<file path="config.mk">
export PLATFORM = sky130hd
export DESIGN_NAME = pingpong_bank_ctrl
export DESIGN_NICKNAME = d
export VERILOG_FILES = /design/src/rtl/pingpong_bank_ctrl.sv
export SDC_FILE = /design/constraint.sdc
export NUM_CORES = 1
export LEC_CHECK = 0
export ABC_AREA = 1
export CAP_MARGIN = 20
export CORE_ASPECT_RATIO = 1.5
export CORE_MARGIN = 5
export CORE_UTILIZATION = 40
export DETAILED_ROUTE_END_ITERATION = 10
export PLACE_DENSITY = 0.62
export SKIP_CTS_REPAIR_TIMING = 1
export SYNTH_ARGS = -nofsm -noshare
export SYNTH_HDL_FRONTEND = slang
export SYNTH_SLANG_ARGS = --single-unit
</file>
<file path="constraint.sdc">
create_clock -name clk -period 2.3 [get_ports clk]
set_clock_uncertainty 0.15 [all_clocks]
set_input_delay 0.46 -clock clk [delete_from_list [all_inputs] [get_ports clk]]
set_output_delay 0.46 -clock clk [all_outputs]
set_load 0.03 [all_outputs]
</file>
<file path="src/rtl/pingpong_bank_ctrl.sv">
// Two-bank line-buffer scheduler: capture fills 8-line banks, coder drains 8x8 blocks in raster order.
// Optional PINGPONG_STATS_EN adds drop_cnt / frame_cnt outputs.
module pingpong_bank_ctrl #(
  parameter int WIDTH  = 1280,
  parameter int HEIGHT = 720,
  parameter int BX_W   = $clog2(WIDTH/8),
  parameter int BY_W   = $clog2(HEIGHT/8)
) (
  input  logic            clk,
  input  logic            rst_n,
  input  logic            frame_start,
  input  logic            line_done,
  output logic            wr_bank,
  output logic            wr_ready,
  output logic            overflow,
  output logic            rd_valid,
  input  logic            rd_ready,
  input  logic            block_done,
  output logic            rd_bank,
  output logic [BX_W-1:0] rd_block_x,
  output logic [BY_W-1:0] rd_block_y,
`ifdef PINGPONG_STATS_EN
  output logic [15:0]     drop_cnt,
  output logic [15:0]     frame_cnt,
`endif
  output logic            rd_last
);

  localparam logic [BX_W-1:0] LAST_X = BX_W'(WIDTH/8 - 1);
  localparam logic [BY_W-1:0] LAST_Y = BY_W'(HEIGHT/8 - 1);

  typedef enum logic [1:0] {B_EMPTY, B_FILLING, B_FULL, B_READING} bank_t;
  typedef enum logic [1:0] {R_IDLE, R_OFFER, R_BUSY} rstate_t;

  bank_t           bst_q [2];
  bank_t           bst_d [2];
  logic [BY_W-1:0] tag_q [2];
  logic [BY_W-1:0] tag_d [2];
  logic [2:0]      line_q, line_d;
  logic [BY_W-1:0] row_q, row_d;
  logic            wrb_q, wrb_d;
  logic            rdb_q, rdb_d;
  logic [BX_W-1:0] bx_q, bx_d;
  logic            ovf_q, ovf_d;
  rstate_t         rs_q, rs_d;

  assign wr_bank    = wrb_q;
  assign wr_ready   = (bst_q[wrb_q] == B_EMPTY) || (bst_q[wrb_q] == B_FILLING);
  assign overflow   = ovf_q;
  assign rd_valid   = (rs_q == R_OFFER);
  assign rd_bank    = rdb_q;
  assign rd_block_x = bx_q;
  assign rd_block_y = tag_q[rdb_q];
  assign rd_last    = rd_valid && (bx_q == LAST_X) && (tag_q[rdb_q] == LAST_Y);

  always_comb begin
    bst_d  = bst_q;
    tag_d  = tag_q;
    line_d = line_q;
    row_d  = row_q;
    wrb_d  = wrb_q;
    rdb_d  = rdb_q;
    bx_d   = bx_q;
    ovf_d  = ovf_q;
    rs_d   = rs_q;

    // frame_start is resolved first so a coincident line_done becomes line 0 of the new frame
    if (frame_start) begin
      line_d = '0;
      row_d  = '0;
      for (int b = 0; b < 2; b++)
        if (bst_q[b] == B_FILLING) bst_d[b] = B_EMPTY;
    end

    if (line_done) begin
      if (wr_ready) begin
        if (line_d == 3'd0) begin
          bst_d[wrb_q] = B_FILLING;
          tag_d[wrb_q] = row_d;
        end
        if (line_d == 3'd7) begin
          bst_d[wrb_q] = B_FULL;
          wrb_d        = ~wrb_q;
          line_d       = '0;
          row_d        = (row_d == LAST_Y) ? '0 : row_d + BY_W'(1);
        end else begin
          line_d = line_d + 3'd1;
        end
      end else begin
        ovf_d = 1'b1;
      end
    end

    // Writer only ever touches an EMPTY/FILLING bank, reader only FULL/READING, so no overlap.
    case (rs_q)
      R_IDLE: if (bst_q[rdb_q] == B_FULL) begin
        bst_d[rdb_q] = B_READING;
        rs_d         = R_OFFER;
      end
      R_OFFER: if (rd_ready) rs_d = R_BUSY;
      R_BUSY: if (block_done) begin
        if (bx_q == LAST_X) begin
          bst_d[rdb_q] = B_EMPTY;
          bx_d         = '0;
          rdb_d        = ~rdb_q;
          rs_d         = R_IDLE;
        end else begin
          bx_d = bx_q + BX_W'(1);
          rs_d = R_OFFER;
        end
      end
      default: rs_d = R_IDLE;
    endcase
  end

  always_ff @(posedge clk or negedge rst_n) begin
    if (!rst_n) begin
      for (int b = 0; b < 2; b++) begin
        bst_q[b] <= B_EMPTY;
        tag_q[b] <= '0;
      end
      line_q <= '0;
      row_q  <= '0;
      wrb_q  <= 1'b0;
      rdb_q  <= 1'b0;
      bx_q   <= '0;
      ovf_q  <= 1'b0;
      rs_q   <= R_IDLE;
    end else begin
      for (int b = 0; b < 2; b++) begin
        bst_q[b] <= bst_d[b];
        tag_q[b] <= tag_d[b];
      end
      line_q <= line_d;
      row_q  <= row_d;
      wrb_q  <= wrb_d;
      rdb_q  <= rdb_d;
      bx_q   <= bx_d;
      ovf_q  <= ovf_d;
      rs_q   <= rs_d;
    end
  end

`ifdef PINGPONG_STATS_EN
  always_ff @(posedge clk or negedge rst_n) begin
    if (!rst_n) begin
      drop_cnt  <= '0;
      frame_cnt <= '0;
    end else begin
      if (line_done && !wr_ready && drop_cnt != 16'hFFFF) drop_cnt <= drop_cnt + 16'd1;
      if (frame_start) frame_cnt <= frame_cnt + 16'd1;
    end
  end
`endif

endmodule

</file>
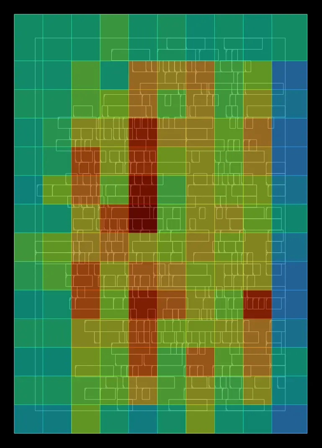
*Track usage over the die*
Global Route Usage Sum: 15.71%
Post-Route Utilization: 52.81%
met1 global-route usage: 17.20%
most used routing layer in global routing: met2
met2 Track Usage GR: 29.00%

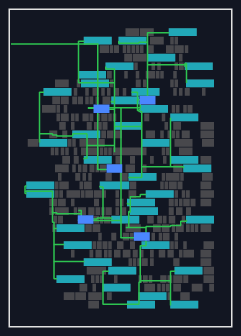
*Clock distribution*
green -> clock wires  # length 609 µm
blue -> cells driving clock nets  # count 5
cyan -> flip-flops  # count 41
routed clock nets = 6
power attributed to the clock group: 621 µW
clock latency at the later pin of the worst-skew pair: 0.30 ns
power share of the clock group: 38.1%

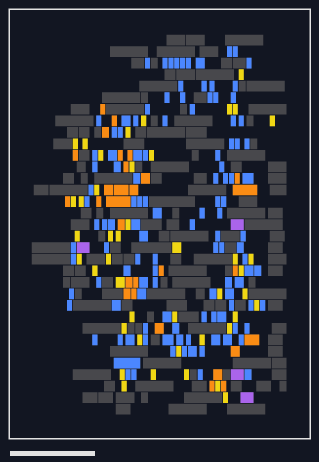
*Gate families picked out*
The bar under the picture is 20 µm long.
yellow -> inverters  # cells 43
blue -> NAND gates  # cells 117
orange -> NOR gates  # cells 29
purple -> XOR/XNOR gates  # cells 4
multi-input combinational area share: 35.30%
Layout Cells excl Fill: 402
most common logic cell in the routed design: sky130_fd_sc_hd__nand2_1

==> tab_implementation.tex <==
% Synthesis and place-and-route results
\begin{tabular}{lr}
\hline
Metric & Value \\
\hline
\multicolumn{2}{l}{\textbf{Outcome}} \\
\quad Result of the run & completed \\
\multicolumn{2}{l}{\textbf{Worst hold path}} \\
\quad Number of cells on the worst hold path & 1 \\
\multicolumn{2}{l}{\textbf{Layout}} \\
\quad Area fraction of clock buffers and clock inverters & 4.205\% \\
\quad Filler cell count & 504 \\
\quad Clock buffer count & 6 \\
\quad Top logic cells by instance count in the layout & 84 x sky130\_fd\_sc\_hd\_\_nand2\_1, 40 x sky130\_fd\_sc\_hd\_\_dfrtp\_1, 39 x sky130\_fd\_sc\_hd\_\_inv\_1, 21 x sky130\_fd\_sc\_hd\_\_buf\_4 \\
\quad Register ranked first by flip-flop count & tag\_q \\
\quad Share of post-route cells with drive strength above 1 & 18.07\% \\
\quad Comb\_multi\_in & 192 \\
\quad Flops & 41 \\
\multicolumn{2}{l}{\textbf{Worst setup path}} \\
\quad FF-to-FF path depth & 8 \\
\quad Critical Path End & rd\_last \\
\quad CP arrival & 1.62 ns \\
\quad Data required time at the worst endpoint & 1.69 ns \\
\quad Worst reg2reg setup slack & 0.60 ns \\
\quad Worst Setup SP & rd\_bank\$\_DFFE\_PN0P\_ \\
\quad Crit path largest cell delay & 0.48 ns \\
\multicolumn{2}{l}{\textbf{Timing}} \\
\quad Hold violation count in the final report & 0 \\
\quad Fin Setup TNS & 0 ns \\
\quad Maximum clock frequency & 0.4475 GHz \\
\quad Measured slew at the worst slew-check pin & 0.5289 ns \\
\quad Final min period & 2.234 ns \\
\quad Max-slew violation count & 0 \\
\quad Unrepaired setup endpoints after global routing & no \\
\multicolumn{2}{l}{\textbf{Clock network}} \\
\quad CTS H-tree depth & 2 \\
\quad Clock Path Buffers & 2 \\
\quad Sink Count & 41 \\
\quad Number of buffers inserted during clock tree synthesis & 5 \\
\multicolumn{2}{l}{\textbf{Power}} \\
\quad Leakage dissipation & 1.598 nW \\
\quad Part of the power in registers & 47.0\% \\
\quad Sw Ratio & 26.89\% \\
\quad PD cells & 570.7 nW/µm² \\
\multicolumn{2}{l}{\textbf{Synthesis}} \\
\quad Largest area contributor in the netlist & sky130\_fd\_sc\_hd\_\_dfrtp\_1 \\
\quad Number of storage elements in the synthesis netlist & 41 \\
\quad Post-Synthesis Cells & 280 \\
\quad Top non-seq family & simple AND/OR/NAND/NOR gates \\
\quad Number of distinct library cells after synthesis & 26 \\
\quad Mean instance size in the synthesized netlist & 7.874 µm² \\
\quad Parity-gate share of the synthesized area counting xor and xnor cells & 1.589\% \\
\quad Fraction of the yosys area taken by sequential cells & 46.54\% \\
\multicolumn{2}{l}{\textbf{Placement}} \\
\quad Placed wire-length estimate after detailed placement & 3954 µm \\
\quad Worst slack, placed & -0.1204 ns \\
\quad Post-DP Area & 2663 µm² \\
\quad Number of cells after detailed placement & 390 \\
\multicolumn{2}{l}{\textbf{Route}} \\
\quad Vias per Instance & 4.823 \\
\quad Remaining routing DRC violations & 0 \\
\quad Aggregate routed wire length & 5085 µm \\
\multicolumn{2}{l}{\textbf{GRT}} \\
\quad Via count of the first global-routing pass & 1967 \\
\quad Overflow left after global routing & 0 \\
\multicolumn{2}{l}{\textbf{Floorplanning}} \\
\quad Std-Cell Core Area & 5409 µm² \\
\quad FP Rows & 33 \\
\hline
\end{tabular}
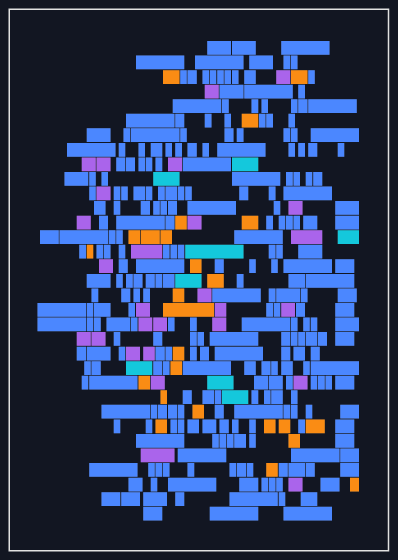
*Cells by drive strength*
orange -> drive 2  # cells 25
blue -> drive 1 or less  # cells 272
cyan -> drive 6 and up  # cells 8
purple -> drive 3 to 4  # cells 27
nonclk buf count: 48
layout overhead on the synthesized area: 29.57%
setup slack of the critical path after layout: 0.06552 ns

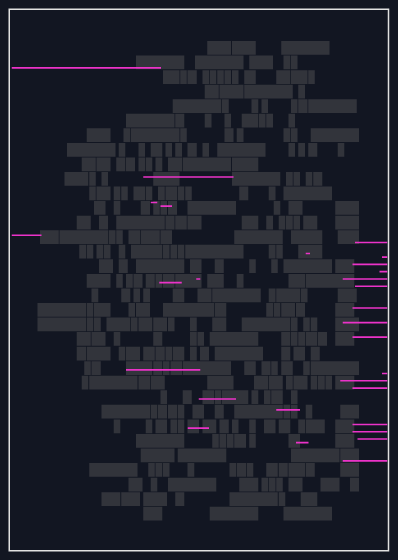
*Signal wires on met3*
longest straight run = 27.6 µm
wire length on this layer = 176 µm
share of all routed wire = 3.5%
main direction = horizontal
met3 track utilization from global routing: 2.994%
vias post-DR: 1939

[cell usage after synthesis]
cell	instances
sky130_fd_sc_hd__nand3_1	11
sky130_fd_sc_hd__o21ai_0	14
sky130_fd_sc_hd__nor3_1	6
sky130_fd_sc_hd__nor3_2	2
sky130_fd_sc_hd__nand2_1	84
sky130_fd_sc_hd__and3_1	1
sky130_fd_sc_hd__nor2_1	15
sky130_fd_sc_hd__nor2_2	6
sky130_fd_sc_hd__o21ai_1	7
sky130_fd_sc_hd__o21ai_2	4
sky130_fd_sc_hd__nand4_1	11
sky130_fd_sc_hd__ha_1	6
sky130_fd_sc_hd__nand3_4	1
sky130_fd_sc_hd__nand2_2	8
sky130_fd_sc_hd__a21oi_1	5
sky130_fd_sc_hd__buf_2	2
sky130_fd_sc_hd__o22ai_1	2
sky130_fd_sc_hd__xor2_1	2
sky130_fd_sc_hd__inv_2	2
sky130_fd_sc_hd__inv_1	40
sky130_fd_sc_hd__xnor2_1	2
sky130_fd_sc_hd__dfrtp_1	41
sky130_fd_sc_hd__o21bai_1	3
sky130_fd_sc_hd__inv_4	1
sky130_fd_sc_hd__nand3b_1	2
sky130_fd_sc_hd__buf_6	2
[layer usage]
layer | global-route usage, % | vias to the layer above | part of all wire [%] | wire [µm]
met5 | 0 | - | 0 | 0
met4 | 7.091 | 0 | 2.3 | 116
met2 | 29.00 | 33 | 53 | 2680
met3 | 2.994 | 8 | 3.4 | 175
met1 | 17.20 | 906 | 42 | 2112
li1 | - | 992 | - | -
[critical path, delay by kind of cell, from the launching register on]
kind / cells / cell delay [ns]
buffers and inverters: 2 / 0.31
AND/OR/NAND/NOR: 4 / 0.54
flip-flops: 1 / 0.48
Power figures rest on the tool's default switching activity, not on a simulated workload.
